`src/rtl/line_fill_arbiter_if.sv`:
```
// Cache-side and memory-side signal bundle of the line fill arbiter.
// The slave modport is the arbiter's view; master is the view of the caches plus memory.
interface line_fill_arbiter_if #(
    parameter int WORD_SIZE = 16,
    parameter int IDX_W     = 2
);
    logic                 i_req;
    logic [WORD_SIZE-1:0] i_addr;
    logic                 i_gnt;
    logic                 i_rvalid;
    logic                 i_done;
    logic                 d_req;
    logic                 d_we;
    logic [WORD_SIZE-1:0] d_addr;
    logic [WORD_SIZE-1:0] d_wdata;
    logic                 d_rvalid;
    logic                 d_done;
    logic [IDX_W-1:0]     word_idx;
    logic [WORD_SIZE-1:0] rdata;
    logic [WORD_SIZE-1:0] mem_addr;
    logic                 mem_read;
    logic                 mem_write;
    logic [WORD_SIZE-1:0] mem_wdata;
    logic [WORD_SIZE-1:0] mem_rdata;

    modport slave (
        input  i_req, i_addr, d_req, d_we, d_addr, d_wdata, mem_rdata,
        output i_gnt, i_rvalid, i_done, d_rvalid, d_done, word_idx, rdata,
               mem_addr, mem_read, mem_write, mem_wdata
    );

    modport master (
        output i_req, i_addr, d_req, d_we, d_addr, d_wdata, mem_rdata,
        input  i_gnt, i_rvalid, i_done, d_rvalid, d_done, word_idx, rdata,
               mem_addr, mem_read, mem_write, mem_wdata
    );
endinterface

```
`src/rtl/line_fill_arbiter.sv`:
```
// Round-robin arbiter sharing one single-port memory between I-cache refills and
// D-cache refills/writebacks; whole-line bursts after a fixed access delay.
module line_fill_arbiter #(
    parameter int WORD_SIZE   = 16,
    parameter int LINE_SIZE   = 4,
    parameter int MEM_LATENCY = 4
) (
    input  logic                  clk,
    input  logic                  reset_n,
    line_fill_arbiter_if.slave    bus
);
    localparam int IDX_W  = $clog2(LINE_SIZE);
    localparam int TAG_W  = WORD_SIZE - IDX_W;
    localparam int WAIT_W = (MEM_LATENCY > 1) ? $clog2(MEM_LATENCY) : 1;

    typedef enum logic [1:0] {
        ST_IDLE  = 2'd0,
        ST_WAIT  = 2'd1,
        ST_BURST = 2'd2,
        ST_DONE  = 2'd3
    } state_t;

    typedef enum logic {
        OWN_I = 1'b0,
        OWN_D = 1'b1
    } owner_t;

    state_t               state_q, state_d;
    owner_t               owner_q, owner_d;
    owner_t               last_grant_q, last_grant_d;
    logic                 we_q, we_d;
    logic [TAG_W-1:0]     line_q, line_d;
    logic [WAIT_W-1:0]    wait_q, wait_d;
    logic [IDX_W-1:0]     beat_q, beat_d;

    logic                 i_gnt_q, i_gnt_d;
    logic                 i_rvalid_q, i_rvalid_d;
    logic                 d_rvalid_q, d_rvalid_d;
    logic                 i_done_q, i_done_d;
    logic                 d_done_q, d_done_d;
    logic [IDX_W-1:0]     word_idx_q, word_idx_d;
    logic [WORD_SIZE-1:0] mem_addr_q, mem_addr_d;
    logic                 mem_read_q, mem_read_d;
    logic                 mem_write_q, mem_write_d;
    logic                 burst_s;

    // Word-offset bits of the request addresses are deliberately ignored.
    logic unused_addr_s;
    assign unused_addr_s = ^{bus.i_addr[IDX_W-1:0], bus.d_addr[IDX_W-1:0]};

    // Next-state and next-output logic; outputs are derived from the next state so they register cleanly.
    always_comb begin
        state_d      = state_q;
        owner_d      = owner_q;
        last_grant_d = last_grant_q;
        we_d         = we_q;
        line_d       = line_q;
        wait_d       = wait_q;
        beat_d       = beat_q;

        case (state_q)
            ST_IDLE: begin
                if (bus.i_req || bus.d_req) begin
                    if (bus.i_req && bus.d_req) begin
                        owner_d = (last_grant_q == OWN_I) ? OWN_D : OWN_I;
                    end else if (bus.d_req) begin
                        owner_d = OWN_D;
                    end else begin
                        owner_d = OWN_I;
                    end
                    last_grant_d = owner_d;
                    if (owner_d == OWN_D) begin
                        line_d = bus.d_addr[WORD_SIZE-1:IDX_W];
                        we_d   = bus.d_we;
                    end else begin
                        line_d = bus.i_addr[WORD_SIZE-1:IDX_W];
                        we_d   = 1'b0;
                    end
                    wait_d  = WAIT_W'(MEM_LATENCY - 1);
                    beat_d  = '0;
                    state_d = ST_WAIT;
                end else begin
                    state_d = ST_IDLE;
                end
            end
            ST_WAIT: begin
                if (wait_q == '0) begin
                    state_d = ST_BURST;
                    beat_d  = '0;
                end else begin
                    wait_d = wait_q - WAIT_W'(1);
                end
            end
            ST_BURST: begin
                // The beat only ever fills the word-offset bits, so the line wraps within itself.
                if (beat_q == IDX_W'(LINE_SIZE - 1)) begin
                    state_d = ST_DONE;
                    beat_d  = '0;
                end else begin
                    beat_d = beat_q + IDX_W'(1);
                end
            end
            ST_DONE: begin
                state_d = ST_IDLE;
            end
            default: begin
                state_d = ST_IDLE;
            end
        endcase

        burst_s     = (state_d == ST_BURST);
        mem_read_d  = burst_s && !we_d;
        mem_write_d = burst_s && we_d;
        mem_addr_d  = burst_s ? {line_d, beat_d} : '0;
        i_gnt_d     = (state_d != ST_IDLE) && (owner_d == OWN_I);
        i_done_d    = (state_d == ST_DONE) && (owner_d == OWN_I);
        d_done_d    = (state_d == ST_DONE) && (owner_d == OWN_D);
        i_rvalid_d  = mem_read_q && (owner_q == OWN_I);
        d_rvalid_d  = mem_read_q && (owner_q == OWN_D);

        // Reads report the index of the beat whose data returns now; writes report the beat being written.
        if (mem_read_q) begin
            word_idx_d = mem_addr_q[IDX_W-1:0];
        end else if (mem_write_d) begin
            word_idx_d = beat_d;
        end else begin
            word_idx_d = '0;
        end
    end

    // State and output registers; reset aborts any transfer without a done pulse.
    always_ff @(posedge clk or negedge reset_n) begin
        if (!reset_n) begin
            state_q      <= ST_IDLE;
            owner_q      <= OWN_I;
            last_grant_q <= OWN_I;
            we_q         <= 1'b0;
            line_q       <= '0;
            wait_q       <= '0;
            beat_q       <= '0;
            i_gnt_q      <= 1'b0;
            i_rvalid_q   <= 1'b0;
            d_rvalid_q   <= 1'b0;
            i_done_q     <= 1'b0;
            d_done_q     <= 1'b0;
            word_idx_q   <= '0;
            mem_addr_q   <= '0;
            mem_read_q   <= 1'b0;
            mem_write_q  <= 1'b0;
        end else begin
            state_q      <= state_d;
            owner_q      <= owner_d;
            last_grant_q <= last_grant_d;
            we_q         <= we_d;
            line_q       <= line_d;
            wait_q       <= wait_d;
            beat_q       <= beat_d;
            i_gnt_q      <= i_gnt_d;
            i_rvalid_q   <= i_rvalid_d;
            d_rvalid_q   <= d_rvalid_d;
            i_done_q     <= i_done_d;
            d_done_q     <= d_done_d;
            word_idx_q   <= word_idx_d;
            mem_addr_q   <= mem_addr_d;
            mem_read_q   <= mem_read_d;
            mem_write_q  <= mem_write_d;
        end
    end

    assign bus.i_gnt     = i_gnt_q;
    assign bus.i_rvalid  = i_rvalid_q;
    assign bus.d_rvalid  = d_rvalid_q;
    assign bus.i_done    = i_done_q;
    assign bus.d_done    = d_done_q;
    assign bus.word_idx  = word_idx_q;
    assign bus.mem_addr  = mem_addr_q;
    assign bus.mem_read  = mem_read_q;
    assign bus.mem_write = mem_write_q;
    assign bus.rdata     = bus.mem_rdata;
    // Writeback data comes straight from the requester, indexed by word_idx.
    assign bus.mem_wdata = mem_write_q ? bus.d_wdata : '0;
endmodule

```
`src/flat_wrapper.sv`:
```
// flat-port wrapper written by rule: the top's interface ports become plain ports
module line_fill_arbiter_flat 
#(
    parameter int WORD_SIZE   = 16,
    parameter int LINE_SIZE   = 4,
    parameter int MEM_LATENCY = 4
)
  (clk, reset_n, bus_i_req, bus_i_addr, bus_d_req, bus_d_we, bus_d_addr, bus_d_wdata, bus_mem_rdata, bus_i_gnt, bus_i_rvalid, bus_i_done, bus_d_rvalid, bus_d_done, bus_word_idx, bus_rdata, bus_mem_addr, bus_mem_read, bus_mem_write, bus_mem_wdata);
  line_fill_arbiter_if #(.WORD_SIZE(WORD_SIZE), .IDX_W((2))) bus_i ();
  input  logic clk;
  input  logic reset_n;
  input wire logic [$bits(bus_i.i_req)-1:0] bus_i_req;
  input wire logic [$bits(bus_i.i_addr)-1:0] bus_i_addr;
  input wire logic [$bits(bus_i.d_req)-1:0] bus_d_req;
  input wire logic [$bits(bus_i.d_we)-1:0] bus_d_we;
  input wire logic [$bits(bus_i.d_addr)-1:0] bus_d_addr;
  input wire logic [$bits(bus_i.d_wdata)-1:0] bus_d_wdata;
  input wire logic [$bits(bus_i.mem_rdata)-1:0] bus_mem_rdata;
  output wire logic [$bits(bus_i.i_gnt)-1:0] bus_i_gnt;
  output wire logic [$bits(bus_i.i_rvalid)-1:0] bus_i_rvalid;
  output wire logic [$bits(bus_i.i_done)-1:0] bus_i_done;
  output wire logic [$bits(bus_i.d_rvalid)-1:0] bus_d_rvalid;
  output wire logic [$bits(bus_i.d_done)-1:0] bus_d_done;
  output wire logic [$bits(bus_i.word_idx)-1:0] bus_word_idx;
  output wire logic [$bits(bus_i.rdata)-1:0] bus_rdata;
  output wire logic [$bits(bus_i.mem_addr)-1:0] bus_mem_addr;
  output wire logic [$bits(bus_i.mem_read)-1:0] bus_mem_read;
  output wire logic [$bits(bus_i.mem_write)-1:0] bus_mem_write;
  output wire logic [$bits(bus_i.mem_wdata)-1:0] bus_mem_wdata;
  assign bus_i.i_req = bus_i_req;
  assign bus_i.i_addr = bus_i_addr;
  assign bus_i.d_req = bus_d_req;
  assign bus_i.d_we = bus_d_we;
  assign bus_i.d_addr = bus_d_addr;
  assign bus_i.d_wdata = bus_d_wdata;
  assign bus_i.mem_rdata = bus_mem_rdata;
  assign bus_i_gnt = bus_i.i_gnt;
  assign bus_i_rvalid = bus_i.i_rvalid;
  assign bus_i_done = bus_i.i_done;
  assign bus_d_rvalid = bus_i.d_rvalid;
  assign bus_d_done = bus_i.d_done;
  assign bus_word_idx = bus_i.word_idx;
  assign bus_rdata = bus_i.rdata;
  assign bus_mem_addr = bus_i.mem_addr;
  assign bus_mem_read = bus_i.mem_read;
  assign bus_mem_write = bus_i.mem_write;
  assign bus_mem_wdata = bus_i.mem_wdata;
  line_fill_arbiter #(.WORD_SIZE(WORD_SIZE), .LINE_SIZE(LINE_SIZE), .MEM_LATENCY(MEM_LATENCY)) u_core (.clk(clk), .reset_n(reset_n), .bus(bus_i));
endmodule
```
`config.mk`:
```
export PLATFORM = sky130hd
export DESIGN_NAME = line_fill_arbiter_flat
export DESIGN_NICKNAME = d
export VERILOG_FILES = /design/src/rtl/line_fill_arbiter_if.sv /design/src/rtl/line_fill_arbiter.sv /design/src/flat_wrapper.sv
export SDC_FILE = /design/constraint.sdc
export NUM_CORES = 1
export LEC_CHECK = 0
export CORE_MARGIN = 5
export CORE_UTILIZATION = 35
export CTS_CLUSTER_DIAMETER = 100
export DETAILED_ROUTE_END_ITERATION = 16
export PLACE_DENSITY = 0.77
export SLEW_MARGIN = 20
export SYNTH_ARGS = -nofsm -noshare
export SYNTH_HDL_FRONTEND = slang
export SYNTH_SLANG_ARGS = --single-unit
```
`constraint.sdc`:
```
create_clock -name clk -period 1.3 [get_ports clk]
set_input_delay 0.26 -clock clk [delete_from_list [all_inputs] [get_ports clk]]
set_output_delay 0.26 -clock clk [all_outputs]
set_load 0.02 [all_outputs]
```
==> run_1/wires.png <==
Scale bar: 20 µm.
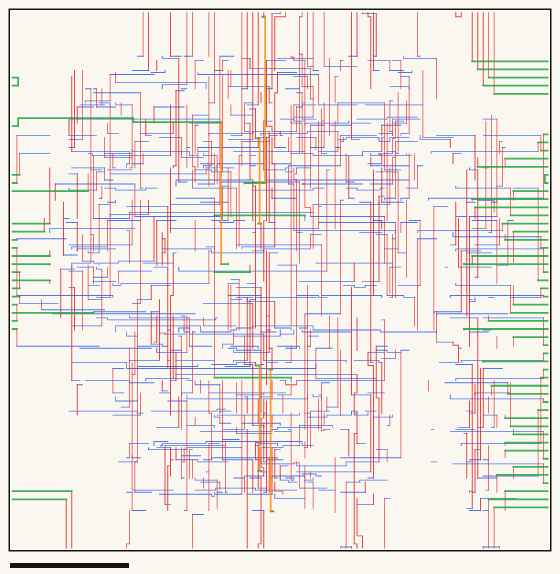
- metal 3: green (wire length 482 µm)
- metal 2: red (wire length 3320 µm)
- metal 1: blue (wire length 2720 µm)
- metal 4: orange (wire length 107 µm)
WL final: 6.632 mm
DR WL/cell: 16.83 µm

==> run_1/congestion.png <==
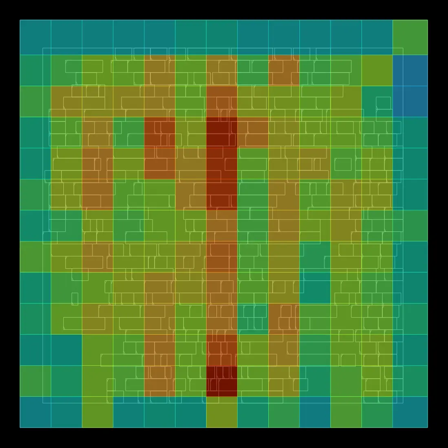
grt met3 use: 0.05500
GRT busiest layer: met2
final core utilization: 0.6506
met2 GRT Util: 0.2821
met1 Usage GRT: 0.1895

==> run_1/clk_routes.png <==
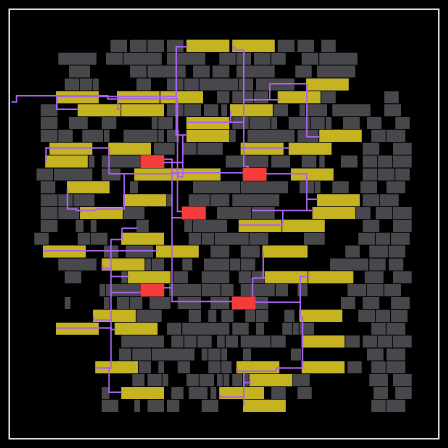
- clock drivers: red (count 5)
- flip-flops: yellow (count 48)
- clock wires: purple (length 594 µm)
- routed clock nets: 6

==> results_slide.txt, run 1 <==
Flow Results at a Glance

Critical path
  • Crit path required time: 1.50 ns
  • Critical Path, Cell by Cell: buf_4 > mux2_4 > a22oi_2 > buf_4 > nor2_1
  • CP endpoint kind: flop
  • WP depth: 5
  • Crit path max fanout: 5
  • CP most frequent cell: buf_4
  • R2R Setup Slk: -0.12 ns
  • Crit path max-delay family: flip-flops
  • Worst-path cell with the longest stage delay: dfrtp_2
  • Worst Setup Path Type: reg -> reg

Layout
  • Tally of filler cells in the layout: 500
  • Flop share of the area: 0.2933
  • Largest cell class by area: buffers
  • Area Growth Syn to Fin: 80.88%
  • Buffers, non-clock: 137
  • Signal buffers share of area: 0.3536
  • Multi-input gate share of total cell area: 0.3012
  • FF/Latch Area: 0.001205 mm²
  • Share of layout cells above drive strength 1: 0.4858
  • Max reg flops: 16

Logic synthesis
  • Main flop type: dfrtp_1
  • Dominant comb cell: AND-OR/OR-AND gates
  • And+or+nand+nor area frac: 0.1207
  • Synth Area per Inst: 11.35 µm²
  • Top post-synthesis cells by area: dfrtp_1 53%, mux2i_1 6.2%, buf_4 5.3%
  • Most common cell in the synthesized netlist: dfrtp_1
  • Unique cell types: 34
  • Post-synth EDFFs: 0
  • Cell Area, Synth: 0.002271 mm²
  • Post-synth top cells: 48 x dfrtp_1, 20 x nor2_1, 17 x and2_1, 16 x a21oi_1, 16 x buf_4
  • Top cell area share: 0.5289
  • Sequential share of the synthesized area: 0.5289
  • Yosys stat area: 0.002271 mm²
  • Yosys warns: 0

Power
  • Sequential power share: 0.306
  • Combinational cell power: 4.28 mW
  • Power share of the clock group: 0.125
  • Cell Int Power: 4.720 mW
  • Total Power: 7.532 mW
  • Switching power total: 2.812 mW
  • IR drop worst, VDD: 0.8588 mV
  • Pwr/cell area: 1834 mW/mm²
  • Clk. pwr: 0.943 mW

GRT
  • First-pass GRT wire length: 10.95 mm
  • Initial antenna violation count: 0
  • Grt ovf: 0

Routing
  • Via count: 1914
  • Routed wl met2: 3.322 mm
  • Top sig layer: met4
  • DRC Markers: 0

Timing
  • Fin Setup TNS: -3.616 ns
  • Fmax: 702.8 MHz
  • Worst Slack Setup Final: -0.1230 ns
  • Max transition margin: 0.7587
  • RSZ-0062 raised after global routing: true
  • Final setup vio count: 44
  • Final Hold Viols: 0
  • Final Max Tran Viols: 0

Placement
  • Placed cell count: 368
  • Global placement routability congestion: 0.8383
  • Placed cell area: 0.003343 mm²
  • Dpl hpwl: 4.404 mm

Die
  • IO Count: 126
  • Core ar.: 0.006314 mm²
  • Tap Count: 77
  • Die height: 90.55 µm
  • Die X: 90.55 µm

Status
  • Status: complete, but fails checks
  • Violated checks: negative setup slack

Clock tree
  • Max H-tree Level: 2
  • Clock Path Buffers: 2
  • CTS tree: yes
  • CTS sink count: 48
  • CTS buffer count: 5
  • CTS resizes: 171

Worst hold path
  • Hold Crit Class: in -> async

Run
  • OpenROAD warnings: 33
==> run 1 -> run 2 <==
Settings changed: REMOVE_ABC_BUFFERS set to 1, SLEW_MARGIN 20 to unset.
==> run_2/logic_types.png <==
Scale bar: 20 µm.
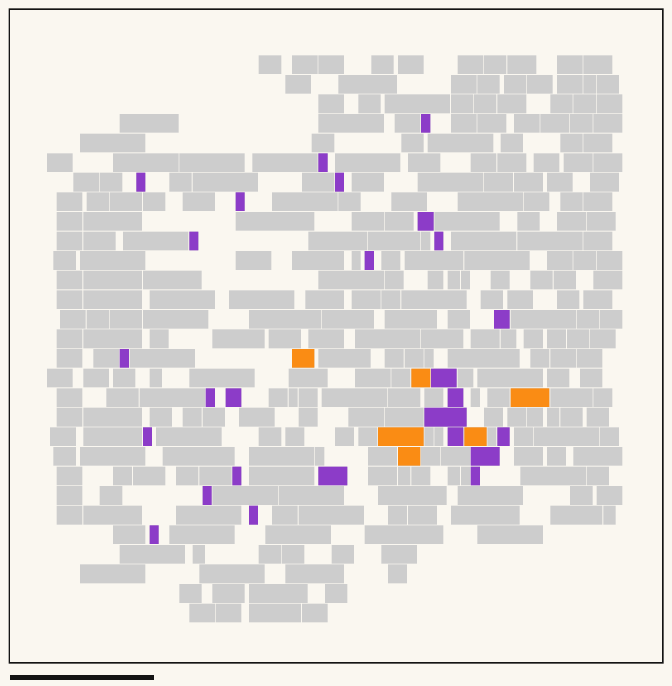
- nor cells: purple (cells 26)
- non-inverting ao/oa cells: orange (cells 6)
final std cells w/o fill: 394
multi-input gate share of total cell area: 0.3077
most instantiated logic cell after routing: dfrtp_1

==> run_2/congestion.png <==
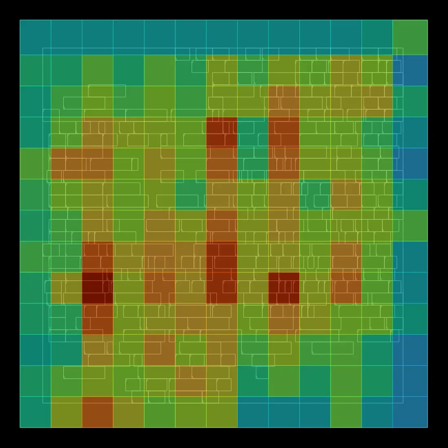
final core utilization: 0.6518
met1 Usage GRT: 0.1965

==> results_slide.txt, run 2 <==
Flow Results at a Glance

Status
  • Status: complete, but fails checks
  • Violated checks: negative setup slack

Run
  • OpenROAD warnings: 31

Clock tree
  • CTS resizes: 182
  • Clock Path Buffers: 2
  • Max H-tree Level: 2
  • CTS sink count: 48
  • CTS buffer count: 5

Power
  • Combinational cell power: 4.30 mW
  • Switching power total: 2.862 mW
  • Pwr/cell area: 1908 mW/mm²
  • Total Power: 7.850 mW
  • Sequential power share: 0.293
  • Clk. pwr: 1.25 mW
  • IR drop worst, VDD: 1.088 mV

Logic synthesis
  • Sequential share of the synthesized area: 0.5289
  • Yosys warns: 0
  • Top cell area share: 0.5289
  • Cell Area, Synth: 0.002271 mm²
  • Most common cell in the synthesized netlist: dfrtp_1
  • Post-synth EDFFs: 0
  • Dominant comb cell: AND-OR/OR-AND gates
  • Top post-synthesis cells by area: dfrtp_1 53%, mux2i_1 6.2%, buf_4 5.3%
  • Synth Area per Inst: 11.35 µm²
  • Main flop type: dfrtp_1
  • And+or+nand+nor area frac: 0.1207
  • Yosys stat area: 0.002271 mm²

Timing
  • Final Max Tran Viols: 0
  • Worst Slack Setup Final: -0.2040 ns
  • Fin Setup TNS: -4.279 ns
  • Fmax: 664.9 MHz
  • Max transition margin: 0.7717
  • Final setup vio count: 45
  • RSZ-0062 raised after global routing: true
  • Final Hold Viols: 0

Layout
  • Area Growth Syn to Fin: 81.21%
  • Share of layout cells above drive strength 1: 0.4953
  • Tally of filler cells in the layout: 486
  • FF/Latch Area: 0.001204 mm²
  • Buffers, non-clock: 138
  • Largest cell class by area: buffers
  • Signal buffers share of area: 0.3405
  • Flop share of the area: 0.2925

Critical path
  • Crit path max fanout: 2
  • WP depth: 5
  • Worst Setup Path Type: reg -> reg
  • Crit path max-delay family: flip-flops
  • Critical Path, Cell by Cell: ha_1 > mux2_4 > a22oi_2 > buf_4 > nor2_1
  • Worst-path cell with the longest stage delay: dfrtp_1
  • CP endpoint kind: flop

Routing
  • DRC Markers: 0
  • Via count: 1941
  • DR WL/cell: 17.10 µm
  • Routed wl met2: 3.348 mm

Die
  • Core ar.: 0.006314 mm²
  • Tap Count: 77
  • Die X: 90.55 µm
  • IO Count: 126

GRT
  • First-pass GRT wire length: 10.55 mm
  • Grt met3 use: 0.06167
  • GRT busiest layer: met2
  • Initial antenna violation count: 0

Placement
  • Placed cell area: 0.003298 mm²
  • Global placement routability congestion: 0.8518
  • Dpl hpwl: 4.227 mm

Worst hold path
  • Hold Crit Class: in -> async
==> run 2 -> run 3 <==
Settings changed: CELL_PAD_IN_SITES_DETAIL_PLACEMENT set to 0, CELL_PAD_IN_SITES_GLOBAL_PLACEMENT set to 1, CORE_UTILIZATION 35 to 26, GPL_TIMING_DRIVEN set to 0, MAX_ROUTING_LAYER set to met4, PLACE_DENSITY 0.77 to unset, PLACE_DENSITY_LB_ADDON set to 0.1.
==> run_3/clk_routes.png <==
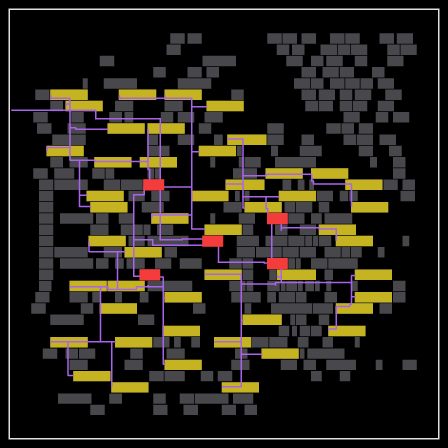
- flip-flops: yellow (count 48)
- clock wires: purple (length 643 µm)
- clock drivers: red (count 5)
- routed clock nets: 6
Setup Skew: 0.01247 ns
Clk. pwr: 1.12 mW
power share of the clock group: 0.144
Insertion Delay late pin: 0.31 ns

==> run_3/logic_types.png <==
Scale bar: 20 µm.
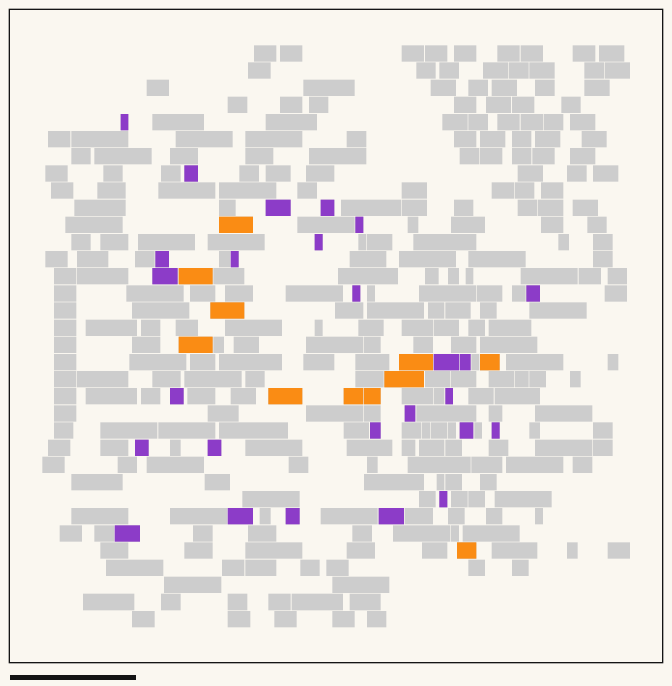
- nor cells: purple (cells 26)
- non-inverting ao/oa cells: orange (cells 11; where centre)
final std cells w/o fill: 425
most instantiated logic cell after routing: clkdlybuf4s50_1

==> results_slide.txt, run 3 <==
Flow Results at a Glance

Critical path
  • WP depth: 3
  • Crit path max-delay family: flip-flops
  • CP most frequent cell: buf_6
  • Critical Path, Cell by Cell: buf_6 > and2_4 > buf_6
  • Worst-path cell with the longest stage delay: dfrtp_2

Status
  • Status: complete, but fails checks
  • Violated checks: negative setup slack

Placement
  • Global placement routability congestion: 0.6948

Layout
  • Tally of filler cells in the layout: 806
  • Final core utilization: 0.4771
  • Signal buffers share of area: 0.3213
  • FF/Latch Area: 0.001206 mm²
  • Multi-input gate share of total cell area: 0.3204

Timing
  • Final setup vio count: 46
  • RSZ-0062 raised after global routing: true
  • Final Hold Viols: 0
  • Worst Slack Setup Final: -0.1241 ns
  • Max transition margin: 0.7390

Die
  • IO Count: 126
  • Die height: 103.5 µm
  • Core ar.: 0.008636 mm²

Routing
  • DR WL/cell: 17.15 µm
  • Routed wl met2: 3.512 mm

Power
  • Cell Int Power: 4.844 mW
  • IR drop worst, VDD: 0.7151 mV
  • Pwr/cell area: 1887 mW/mm²

Logic synthesis
  • Dominant comb cell: AND-OR/OR-AND gates
  • Cell Area, Synth: 0.002271 mm²
  • Post-synth top cells: 48 x dfrtp_1, 20 x nor2_1, 17 x and2_1, 16 x a21oi_1, 16 x buf_4
  • Top post-synthesis cells by area: dfrtp_1 53%, mux2i_1 6.2%, buf_4 5.3%
  • Most common cell in the synthesized netlist: dfrtp_1
  • Top cell area share: 0.5289
  • Yosys warns: 0

Worst hold path
  • Hold Crit Class: in -> async

GRT
  • Met1 Usage GRT: 0.1901
  • First-pass GRT wire length: 10.89 mm
  • Met2 GRT Util: 0.2015

Clock tree
  • CTS resizes: 230

==> gallery <==
Local utilization.
Plate I
9 x 9 tiles, from dark blue (low) to red (high), 0 to 100% covered.
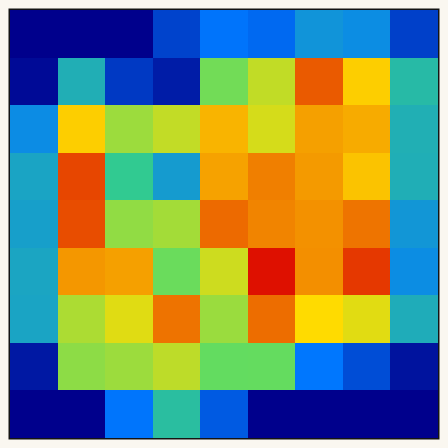
Plate II
10 x 10 tiles, from dark blue (low) to red (high), 0 to 100% covered.
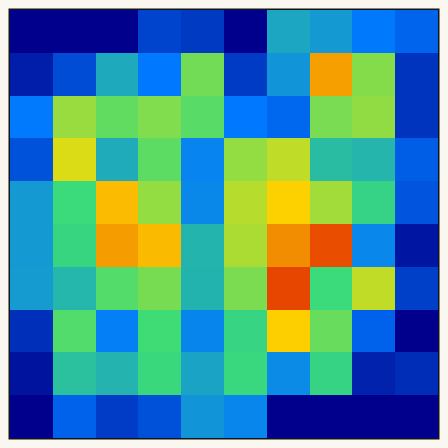
Plate III
9 x 9 tiles, from dark blue (low) to red (high), 0 to 100% covered.
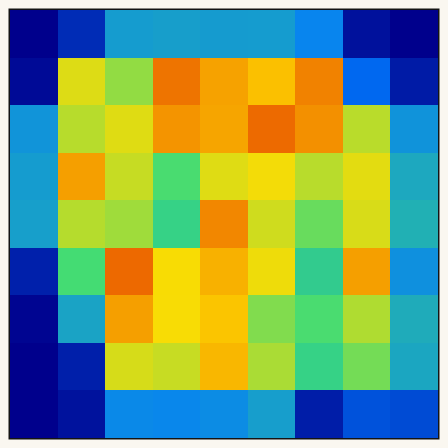
run 2 -> Plate I
run 3 -> Plate II
run 1 -> Plate III
The one with the lowest utilization is Plate II.

Power figures rest on the tool's default switching activity, not on a simulated workload.
